[src/rtl/instr_fetch.sv]
// Instruction fetch stage: owns the PC, issues one-outstanding reads to the
// boot RAM, and buffers returned words with their PCs in a 2-entry queue that
// is presented to decode over a valid/ready handshake. Redirects flush all
// fetched-but-unconsumed state.
module instr_fetch #(
    parameter int unsigned     XLEN     = 32,
    parameter logic [XLEN-1:0] RESET_PC = '0
) (
    input  logic            clk_i,
    input  logic            rst_ni,
    input  logic            fetch_en_i,
    input  logic            redirect_valid_i,
    input  logic [XLEN-1:0] redirect_pc_i,
    output logic [XLEN-1:0] instr_rd_addr_o,
    output logic            instr_rd_en_o,
    input  logic [XLEN-1:0] instr_i,
    output logic            if_valid_o,
    input  logic            if_ready_i,
    output logic [XLEN-1:0] if_instr_o,
    output logic [XLEN-1:0] if_pc_o
);

    logic [XLEN-1:0] pc_q, pc_d;
    logic            inflight_q, inflight_d;
    logic [XLEN-1:0] inflight_pc_q, inflight_pc_d;
    logic [XLEN-1:0] fifo_pc_q    [2];
    logic [XLEN-1:0] fifo_instr_q [2];
    logic            wr_ptr_q, wr_ptr_d;
    logic            rd_ptr_q, rd_ptr_d;
    logic [1:0]      count_q, count_d;

    logic            pop;
    logic            push;
    logic            issue;
    logic [2:0]      occupancy;

    // Low address bits of the redirect target are deliberately dropped.
    logic            unused_redirect_lsb;
    assign unused_redirect_lsb = ^redirect_pc_i[1:0];

    // Handshake, issue decision and output muxing.
    always_comb begin
        if_valid_o      = (count_q != 2'd0) & ~redirect_valid_i;
        if_instr_o      = fifo_instr_q[rd_ptr_q];
        if_pc_o         = fifo_pc_q[rd_ptr_q];
        pop             = if_valid_o & if_ready_i;
        // Entries that will occupy the queue after this edge, counting the
        // response already in flight; keeps the 2-entry queue from overflowing.
        occupancy       = {1'b0, count_q} - {2'b00, pop} + {2'b00, inflight_q};
        // Reset gating keeps the RAM port quiet while rst_ni is held low.
        issue           = rst_ni & fetch_en_i & ~redirect_valid_i & (occupancy < 3'd2);
        push            = inflight_q & ~redirect_valid_i;
        instr_rd_en_o   = issue;
        instr_rd_addr_o = {pc_q[XLEN-1:2], 2'b00};
    end

    // Next-state logic; a redirect overrides issue, push and pop.
    always_comb begin
        pc_d          = pc_q;
        inflight_d    = 1'b0;
        inflight_pc_d = inflight_pc_q;
        wr_ptr_d      = wr_ptr_q;
        rd_ptr_d      = rd_ptr_q;
        count_d       = count_q;
        if (redirect_valid_i) begin
            pc_d     = {redirect_pc_i[XLEN-1:2], 2'b00};
            wr_ptr_d = 1'b0;
            rd_ptr_d = 1'b0;
            count_d  = 2'd0;
        end else begin
            if (issue) begin
                pc_d          = pc_q + XLEN'(4);
                inflight_d    = 1'b1;
                inflight_pc_d = pc_q;
            end
            if (push) begin
                wr_ptr_d = ~wr_ptr_q;
            end
            if (pop) begin
                rd_ptr_d = ~rd_ptr_q;
            end
            count_d = count_q + {1'b0, push} - {1'b0, pop};
        end
    end

    // Control state registers.
    always_ff @(posedge clk_i or negedge rst_ni) begin
        if (!rst_ni) begin
            pc_q          <= RESET_PC;
            inflight_q    <= 1'b0;
            inflight_pc_q <= '0;
            wr_ptr_q      <= 1'b0;
            rd_ptr_q      <= 1'b0;
            count_q       <= 2'd0;
        end else begin
            pc_q          <= pc_d;
            inflight_q    <= inflight_d;
            inflight_pc_q <= inflight_pc_d;
            wr_ptr_q      <= wr_ptr_d;
            rd_ptr_q      <= rd_ptr_d;
            count_q       <= count_d;
        end
    end

    // Queue storage: the RAM response is captured the cycle after its request.
    always_ff @(posedge clk_i or negedge rst_ni) begin
        if (!rst_ni) begin
            fifo_pc_q[0]    <= '0;
            fifo_pc_q[1]    <= '0;
            fifo_instr_q[0] <= '0;
            fifo_instr_q[1] <= '0;
        end else if (push) begin
            fifo_pc_q[wr_ptr_q]    <= inflight_pc_q;
            fifo_instr_q[wr_ptr_q] <= instr_i;
        end
    end

endmodule

[config.mk]
export PLATFORM = sky130hd
export DESIGN_NAME = instr_fetch
export DESIGN_NICKNAME = d
export VERILOG_FILES = /design/src/rtl/instr_fetch.sv
export SDC_FILE = /design/constraint.sdc
export NUM_CORES = 1
export LEC_CHECK = 0
export ABC_CLOCK_PERIOD_IN_PS = 7700
export CAP_MARGIN = 20
export CORE_MARGIN = 2
export CORE_UTILIZATION = 31
export CTS_CLUSTER_SIZE = 25
export DETAILED_ROUTE_END_ITERATION = 7
export SLEW_MARGIN = 15
export SYNTH_ARGS = -nofsm -noshare
export SYNTH_HDL_FRONTEND = slang
export SYNTH_SLANG_ARGS = --single-unit
[constraint.sdc]
create_clock -name clk_i -period 7.7 [get_ports clk_i]
set_input_delay 2.31 -clock clk_i [delete_from_list [all_inputs] [get_ports clk_i]]
set_output_delay 2.31 -clock clk_i [all_outputs]
set_load 0.05 [all_outputs]
Run 1, metal 1:
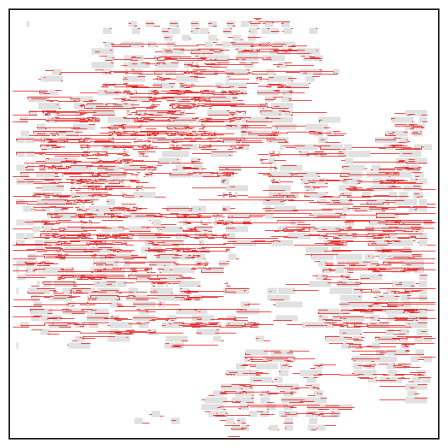
wire length on this layer: 9970 um
main direction: horizontal
total number of vias: 5994
total length of routed wires: 21.5 mm

Run 1, M2 wires:
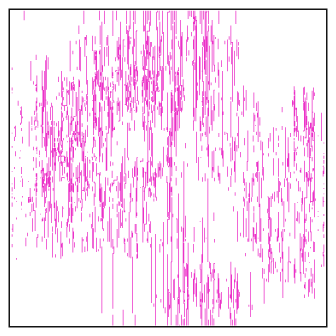
share of all routed wire: 46%
main direction: vertical
met2 demand-to-capacity share in global routing: 23.5%

Run 1, signal wires on met3:
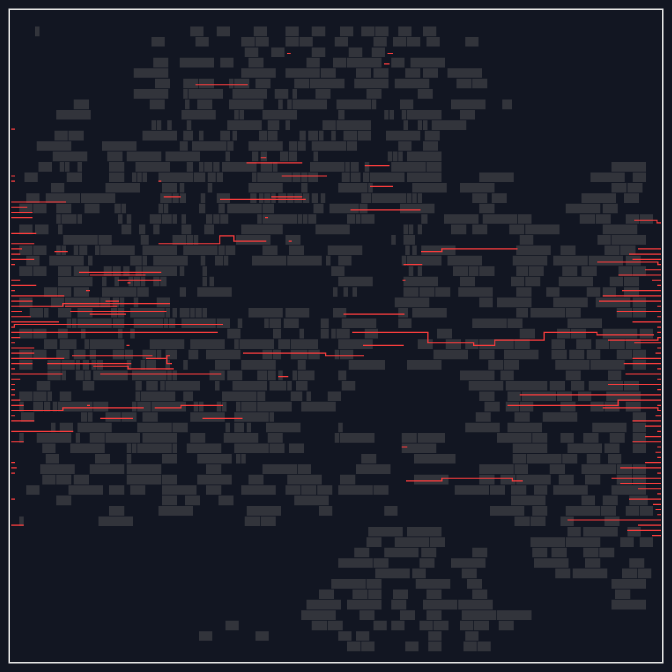
nets with wire on the layer: 127
share of all routed wire: 6.4%
grt met3 use: 4.07%

==> summary.txt, run 1 <==
Implementation results are summarized by area below.

Clock network
The TritonCTS clock tree is yes.

Floorplanning
The row count is 60. The floorplan step records an initial core utilization of 31.7%. For this design the top-level I/O count stands at 167.

Routing
The detailed router finished its first iteration with 262 violations. The remaining antenna violation count is 0. After detailed routing, the met2 layer carries 9.83 mm of wire.

Final timing
In the final report, the number of pins over their slew limit comes to 0. The pin closest to its max-slew limit shows a slew of 0.915 ns. Dividing the final minimum period by the clock period gives 92.8%.

The final number of setup-violating endpoints is 0.

Power and ir drop
The power report lists cell-internal power as 2.34 mW.

Yosys
By instance count, the leading cell after synthesis is sky130_fd_sc_hd__dfrtp_1. After synthesis, the design contains 703 cells according to Yosys. Counting distinct cell types in the post-synthesis netlist gives 43. The part of the Yosys area used for sequential elements is 55.3%.

Critical path
The worst setup path is launched from an input port. The peak per-stage delay on the critical path is 0.48 ns. Max fanout on the critical path was recorded as 4.

GRT
The overall routing resource usage is 15.1%.

Run status
The run finished with clean final reports.
run 1: cell families (layout without fill, tap and decap cells):
family,count (synthesis),count (layout),synth area share (%)
adders and majority gates,5,5,0.819
buffers and inverters,50,209,2.50
xor gates and xnor gates,5,5,0.512
other,1,6,0.0438
and+or+nand+nor,202,202,11.0
AOI/OAI and AO/OA,59,59,4.69
DFF,189,189,55.3
muxes,192,192,25.2
run 1: worst paths after layout:
check                      slack (ns)                end              start
min in group asynchronous        1.76    fifo_instr_q[3]             rst_ni
min                              0.50  inflight_pc_q[22]  inflight_pc_q[22]
max in group asynchronous        4.76            pc_q[6]             rst_ni
min reg2reg                      0.50  inflight_pc_q[22]  inflight_pc_q[22]
max reg2reg                      3.68           pc_q[28]         count_q[1]
max                              0.55      instr_rd_en_o   redirect_valid_i
run 1: state kept, by name, summed over array words and instances (netlist names):
signal	flops
wr_ptr_q	1
count_q	2
inflight_q	1
pc_q	30
rd_ptr_q	1
inflight_pc_q	30
fifo_instr_q	64
fifo_pc_q	60
run 1: power by group through the flow:
stage                     Combinational, mW  Clock (mW)  Sequential, mW
after floorplan                       0.948           0            1.43
after global placement                 1.43           0            1.42
after detailed placement               1.43           0            1.43
after CTS                              1.44       0.958            1.41
after global routing                   1.50       0.994            1.44
final                                  1.42       0.927            1.40
run 1: area by class of cell:
| class | instances | area share, % |
|---|---|---|
| Sequential cell | 189 | 42.5 |
| Multi-Input combinational cell | 467 | 32.8 |
| Timing Repair Buffer | 168 | 15.1 |
| Clock buffer | 19 | 3.89 |
| Tap cell | 341 | 3.83 |
| Clock inverter | 13 | 1.60 |
| Inverter | 9 | 0.304 |
| Antenna cell | 2 | 0.0450 |
## Run 2: what changed since run 1
--- a/config.mk
+++ b/config.mk
@@ -9,6 +9,7 @@
 export CAP_MARGIN = 20
 export CORE_MARGIN = 2
 export CORE_UTILIZATION = 31
+export CTS_CLUSTER_DIAMETER = 200
 export CTS_CLUSTER_SIZE = 25
 export DETAILED_ROUTE_END_ITERATION = 7
 export SLEW_MARGIN = 15
Run 2, metal 1:
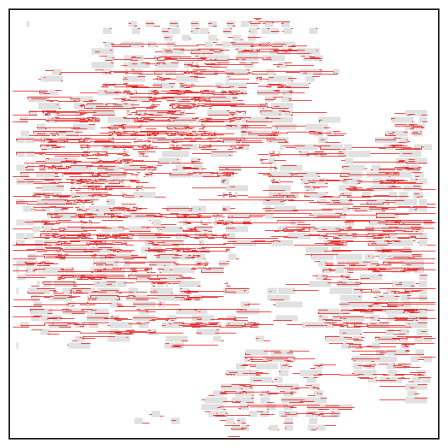
wire length on this layer: 9970 um
share of all routed wire: 46%
longest straight run: 44.6 um
main direction: horizontal
nets with wire on the layer: 817
met1 demand-to-capacity share in global routing: 20.6%

==> run 2 against run 1 <==
  * Critical path type unchanged
  * Flip-flop count did not move
  * Largest cell class unchanged
  * Utilization unchanged
  * Wire length stayed put
  * Largest power group unchanged
  * Register-to-register slack is essentially flat
  * Synthesized cell count is the same
  * Non-clock buffer count stayed put
  * Clock skew unchanged
==> summary.txt, run 2 <==
Implementation results are summarized by area below.

Power and ir drop
The power in sequential cells is 1.40 mW (about the same). The internal power is 2.34 mW (unchanged). The group with the largest share of power is combinational cells.

The clock group power is 0.927 mW (about the same). The power consumed by combinational cells is 1.42 mW (about the same). The share of power burned in the clock network is 24.7%.

Routing
The total via count after detailed routing is 5994 (unchanged). The iteration count recorded for the first detailed-route pass is 4. The iteration-0 DRC count of the detailed router came to 262 (unchanged).

The remaining antenna violation count is 0 (unchanged). The total detailed-routing wirelength is 21.5 mm (unchanged).

Yosys
The number of distinct library cells after synthesis is 43 (unchanged). The synthesis stats list as the most numerous cell sky130_fd_sc_hd__dfrtp_1. Summing every instance area after synthesis gives 8560 sq um. The number of standard cells reported by yosys is 703 (unchanged). The part of the Yosys area used for sequential elements was 55.3% (unchanged). A synthesized cell averages 12.2 sq um.

Critical path
The slack of the worst reg-to-reg path is 3.68 ns (about the same). The category of the worst setup path launch point is an input port. Measured in cells, the most critical reg-to-reg path has a length of 14.

The largest fanout of any net on the critical path is 4 (unchanged). The worst reg2reg path endpoint is pc_q[28]. The peak per-stage delay on the critical path is 0.48 ns (about the same). For reference, the critical path cell chain is clkdlybuf4s50_1 -> nor2_2 -> and2_1 -> ha_1 -> nand2b_1 -> fa_1 -> nand4b_1 -> or2_2 -> clkinv_1 -> buf_4.

The origin of the critical flop-to-flop path is count_q[1].

Min path
The number of cells traversed by the worst hold path is 2. The launch point of the worst min-delay path is recorded as inflight_pc_q[22]. The type recorded for the worst min-delay path is register to register.

The worst hold path terminates at inflight_pc_q[22].

Clock network
The number of clock sinks came to 189. The TritonCTS clock tree is yes. Per the CTS log, the buffer count on the longest clock path is 2.

Final timing
The clock period could shrink to 7.15 ns. Setup repair after global routing left no endpoint under its margin. The final number of setup-violating endpoints came to 0 (unchanged). The measured slew at the worst slew-check pin is 0.915 ns (unchanged).

The portion of the clock cycle consumed by the worst path in the final layout was 92.8% (unchanged).

Floorplanning
The boundary pin count is 167 (unchanged). The y dimension of the die is 170 um. The floorplan core density was 31.7% (unchanged).

The row count was 60 (unchanged). From left edge to right edge, the die measures 170 um.

Cells and area
The number of flip-flops under the largest register name came to 64 (unchanged). The post-route non-filler standard cell count is 1208. The registers reported with the highest flop counts are fifo_instr_q x64, fifo_pc_q x60.

GRT
The overall routing resource usage is 15.1% (unchanged). The number of antenna violations at the first check in global routing is 1.

Job
The number of max-cap violations is 0.

Run status
The run finished with clean final reports.
Run 2, signal wires on met3:
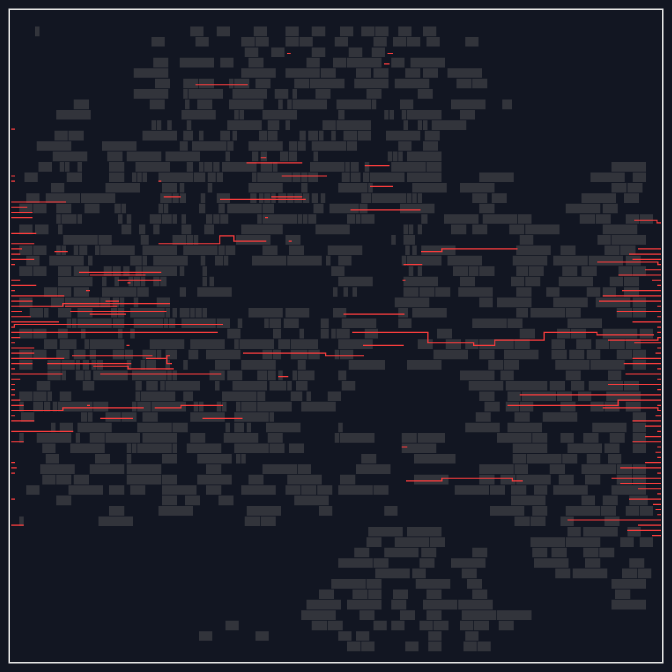
longest straight run: 54.3 um
main direction: horizontal
nets with wire on the layer: 127

## run 2: cell counts after synthesis
No cell type changed its count.
## run 2: area by class of cell
cell class / instances / area, sq um
Inverter: 9 / 33.8
Fill cell: 2522 / 15900
Timing Repair Buffer: 168 / 1680
Tap cell: 341 / 427
Clock inverter: 13 / 178
Sequential cell: 189 / 4730
Antenna cell: 2 / 5.00
Multi-Input combinational cell: 467 / 3650
Clock buffer: 19 / 433
## run 2: logic make-up (layout without fill, tap and decap cells)
logic type / after synthesis / count (layout) / synth area share (%)
AND/OR/NAND/NOR: 202 / 202 / 11.0
flip-flops: 189 / 189 / 55.3
other: 1 / 6 / 0.0438
buffers and inverters: 50 / 209 / 2.50
AND-OR/OR-AND: 59 / 59 / 4.69
multiplexers: 192 / 192 / 25.2
XOR/XNOR: 5 / 5 / 0.512
adder cells (fa/ha/maj): 5 / 5 / 0.819
## run 2: routing by layer
layer / vias up / global-route usage, % / wire length, um
met4: 0 / 4.57 / 321
li1: 2785 / - / -
met1: 2998 / 20.6 / 9970
met2: 188 / 23.5 / 9830
met3: 23 / 4.07 / 1370
met5: - / 0 / 0
## run 2: how the worst max path moves through the flow
stage | start | to | slack, ns | cells after the start
detailed placement | redirect_valid_i | instr_rd_en_o | 0.57 | 10
global placement | redirect_valid_i | instr_rd_en_o | 0.60 | 10
floorplan | redirect_valid_i | instr_rd_en_o | 0.19 | 11
CTS | redirect_valid_i | instr_rd_en_o | 0.56 | 10
finish | redirect_valid_i | instr_rd_en_o | 0.55 | 10
global route | redirect_valid_i | instr_rd_en_o | 0.45 | 10
## run 2: worst min-delay path, cell delays in order (launching register included)
cell and delay, ns:
sky130_fd_sc_hd__dfrtp_1 0.36, sky130_fd_sc_hd__nand2_1 0.05, sky130_fd_sc_hd__nand2_1 0.06
## Run 3: what changed since run 2
--- a/config.mk
+++ b/config.mk
@@ -6,12 +6,13 @@
 export NUM_CORES = 1
 export LEC_CHECK = 0
 export ABC_CLOCK_PERIOD_IN_PS = 7700
-export CAP_MARGIN = 20
+export CAP_MARGIN = 10
 export CORE_MARGIN = 2
 export CORE_UTILIZATION = 31
 export CTS_CLUSTER_DIAMETER = 200
 export CTS_CLUSTER_SIZE = 25
 export DETAILED_ROUTE_END_ITERATION = 7
+export HOLD_SLACK_MARGIN = 0.15
 export SLEW_MARGIN = 15
 export SYNTH_ARGS = -nofsm -noshare
 export SYNTH_HDL_FRONTEND = slang
Run 3, the metal 4 layer:
The bar under the picture is 50 um long.
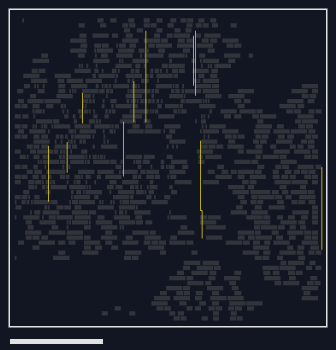
longest straight run: 49.0 um
wire length on this layer: 321 um
nets with wire on the layer: 7
share of all routed wire: 1.5%

==> run 3 against run 2 <==
  * Sequential share of layout area unchanged
  * Count of clock-buffer cells in the layout is the same
  * Wire length stayed put
  * First-iteration DRC count unchanged
  * Power did not move
  * Clock power about the same
  * Final cell count stayed put
  * Die area did not move
==> summary.txt, run 3 <==
Implementation results are summarized by area below.

Run status
The flow ran to the end, and the final reports show no timing, DRC or antenna violations.

Critical path
Tracing the worst setup path back leads to its startpoint at redirect_valid_i. For reference, the critical path is captured by instr_rd_en_o. The largest fanout of any net on the critical path was 4 (unchanged). The worst reg2reg path endpoint is pc_q[28].

The slack of the worst reg-to-reg path is 3.68 ns (about the same). The number of cells on the worst reg-to-reg path is 14 (unchanged). The worst setup path is launched from an input port.

The origin of the critical flop-to-flop path is count_q[1].

Final timing
The portion of the clock cycle consumed by the worst path in the final layout is 92.8% (unchanged). Setup repair after global routing left no endpoint under its margin. The final number of setup-violating endpoints is 0 (unchanged). The measured slew at the worst slew-check pin is 0.915 ns (unchanged). The final critical-path required period is 7.15 ns (unchanged).

Floorplanning
The row count is 60 (unchanged). The total area inside the core boundary comes to 27000 sq um. The floorplan core density was 31.7% (unchanged). The boundary pin count is 167 (unchanged).

Routing
The uppermost layer routed is met4. The total detailed-routing wirelength is 21.5 mm (unchanged). The post-route met1 wirelength came to 9.97 mm (unchanged). The total via count after detailed routing was 5994 (unchanged). The iteration-0 DRC count of the detailed router is 262 (unchanged). The met2 wire length is 9.83 mm (unchanged). The routed length on met3 is 1.37 mm (unchanged).

Yosys
The area fraction in full adders, half adders and majority gates was 0.819% (unchanged). The simple-gate portion of the synthesized area is 11.0% (unchanged). The area fraction in mux cells came to 25.2% (unchanged). The synthesis run shows the most used standard cells to be sky130_fd_sc_hd__dfrtp_1 (189), sky130_fd_sc_hd__mux2_2 (186), sky130_fd_sc_hd__nand2_1 (122), sky130_fd_sc_hd__clkbuf_1 (28), sky130_fd_sc_hd__nor2_1 (22). The average cell area after synthesis came to 12.2 sq um (unchanged).

The main combinational cell family by area after synthesis is multiplexers. The most frequent cell after synthesis is sky130_fd_sc_hd__dfrtp_1. The part of the Yosys area used for sequential elements came to 55.3% (unchanged). The number of distinct library cells after synthesis is 43 (unchanged). The share of synthesized cell area in and-or and or-and compound cells is 4.69% (unchanged). The post-synthesis instance area is 8560 sq um (unchanged).

Clock network
The number of clock sinks seen by CTS was 189 (unchanged). The maximum root-to-sink buffer count is 2 (unchanged). TritonCTS built the clock tree.

Placement
Detailed placement finished with a half-perimeter wire length of 14.0 mm.

Power and ir drop
The share of power burned in the clock network came to 24.7% (about the same). The internal power is 2.34 mW (unchanged).

Cells and area
The area used by multi-input combinational logic was 3650 sq um (unchanged). The post-route non-filler standard cell count is 1208 (unchanged). The final-layout fill cell count was 2522 (unchanged).

The number of flip-flops under the largest register name is 64 (unchanged).

Min path
The beginning of the worst hold path is inflight_pc_q[22].

Job
The number of max-cap violations is 0 (unchanged).

GRT
The number of antenna violations at the first check in global routing was 1 (unchanged).
Run 3, M2 wires:
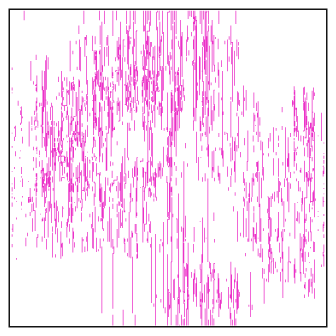
main direction: vertical
nets with wire on the layer: 817
wire length on this layer: 9830 um

## run 3: per-stage QoR
stage | hold slack, ns | setup WS (ns)
floorplan | 0.458 | 0.192
global placement | 0.481 | 0.605
detailed placement | 0.487 | 0.568
CTS | 0.503 | 0.558
global route | 0.519 | 0.450
finish | 0.503 | 0.555
## run 3: cell type report
cell class                 count  share of cell area (%)
antenna                        2                  0.0450
clock buffer                  19                    3.89
clock inverter                13                    1.60
inverter                       9                   0.304
multi-input combinational    467                    32.8
sequential                   189                    42.5
tap                          341                    3.83
timing repair buffer         168                    15.1
## run 3: kinds of logic after synthesis
group | after synthesis
buffers and inverters | 50
other | 1
xor gates and xnor gates | 5
muxes | 192
DFF | 189
and+or+nand+nor | 202
adders and majority gates | 5
AOI/OAI and AO/OA | 59
## run 3: worst max-delay path, stage by stage
cell and delay [ns]:
sky130_fd_sc_hd__clkdlybuf4s50_1 0.44, sky130_fd_sc_hd__nor2_2 0.15, sky130_fd_sc_hd__and2_1 0.21, sky130_fd_sc_hd__ha_1 0.25, sky130_fd_sc_hd__nand2b_1 0.15, sky130_fd_sc_hd__fa_1 0.48
sky130_fd_sc_hd__nand4b_1 0.16, sky130_fd_sc_hd__or2_2 0.37, sky130_fd_sc_hd__clkinv_1 0.10, sky130_fd_sc_hd__buf_4 0.20
## run 3: routing by layer
metal  GRT usage [%]  vias up
met1            20.6     2998
li1                -     2785
met4            4.57        0
met5               0        -
met3            4.07       23
met2            23.5      188
## run 3: power by group through the flow
| stage | sequential (mW) | clock (mW) | combinational [mW] |
|---|---|---|---|
| detailed placement | 1.43 | 0 | 1.43 |
| global placement | 1.42 | 0 | 1.43 |
| global route | 1.44 | 0.994 | 1.50 |
| floorplan | 1.43 | 0 | 0.948 |
| finish | 1.40 | 0.927 | 1.42 |
| CTS | 1.41 | 0.958 | 1.44 |
Power is estimated from default activity; no workload was simulated.
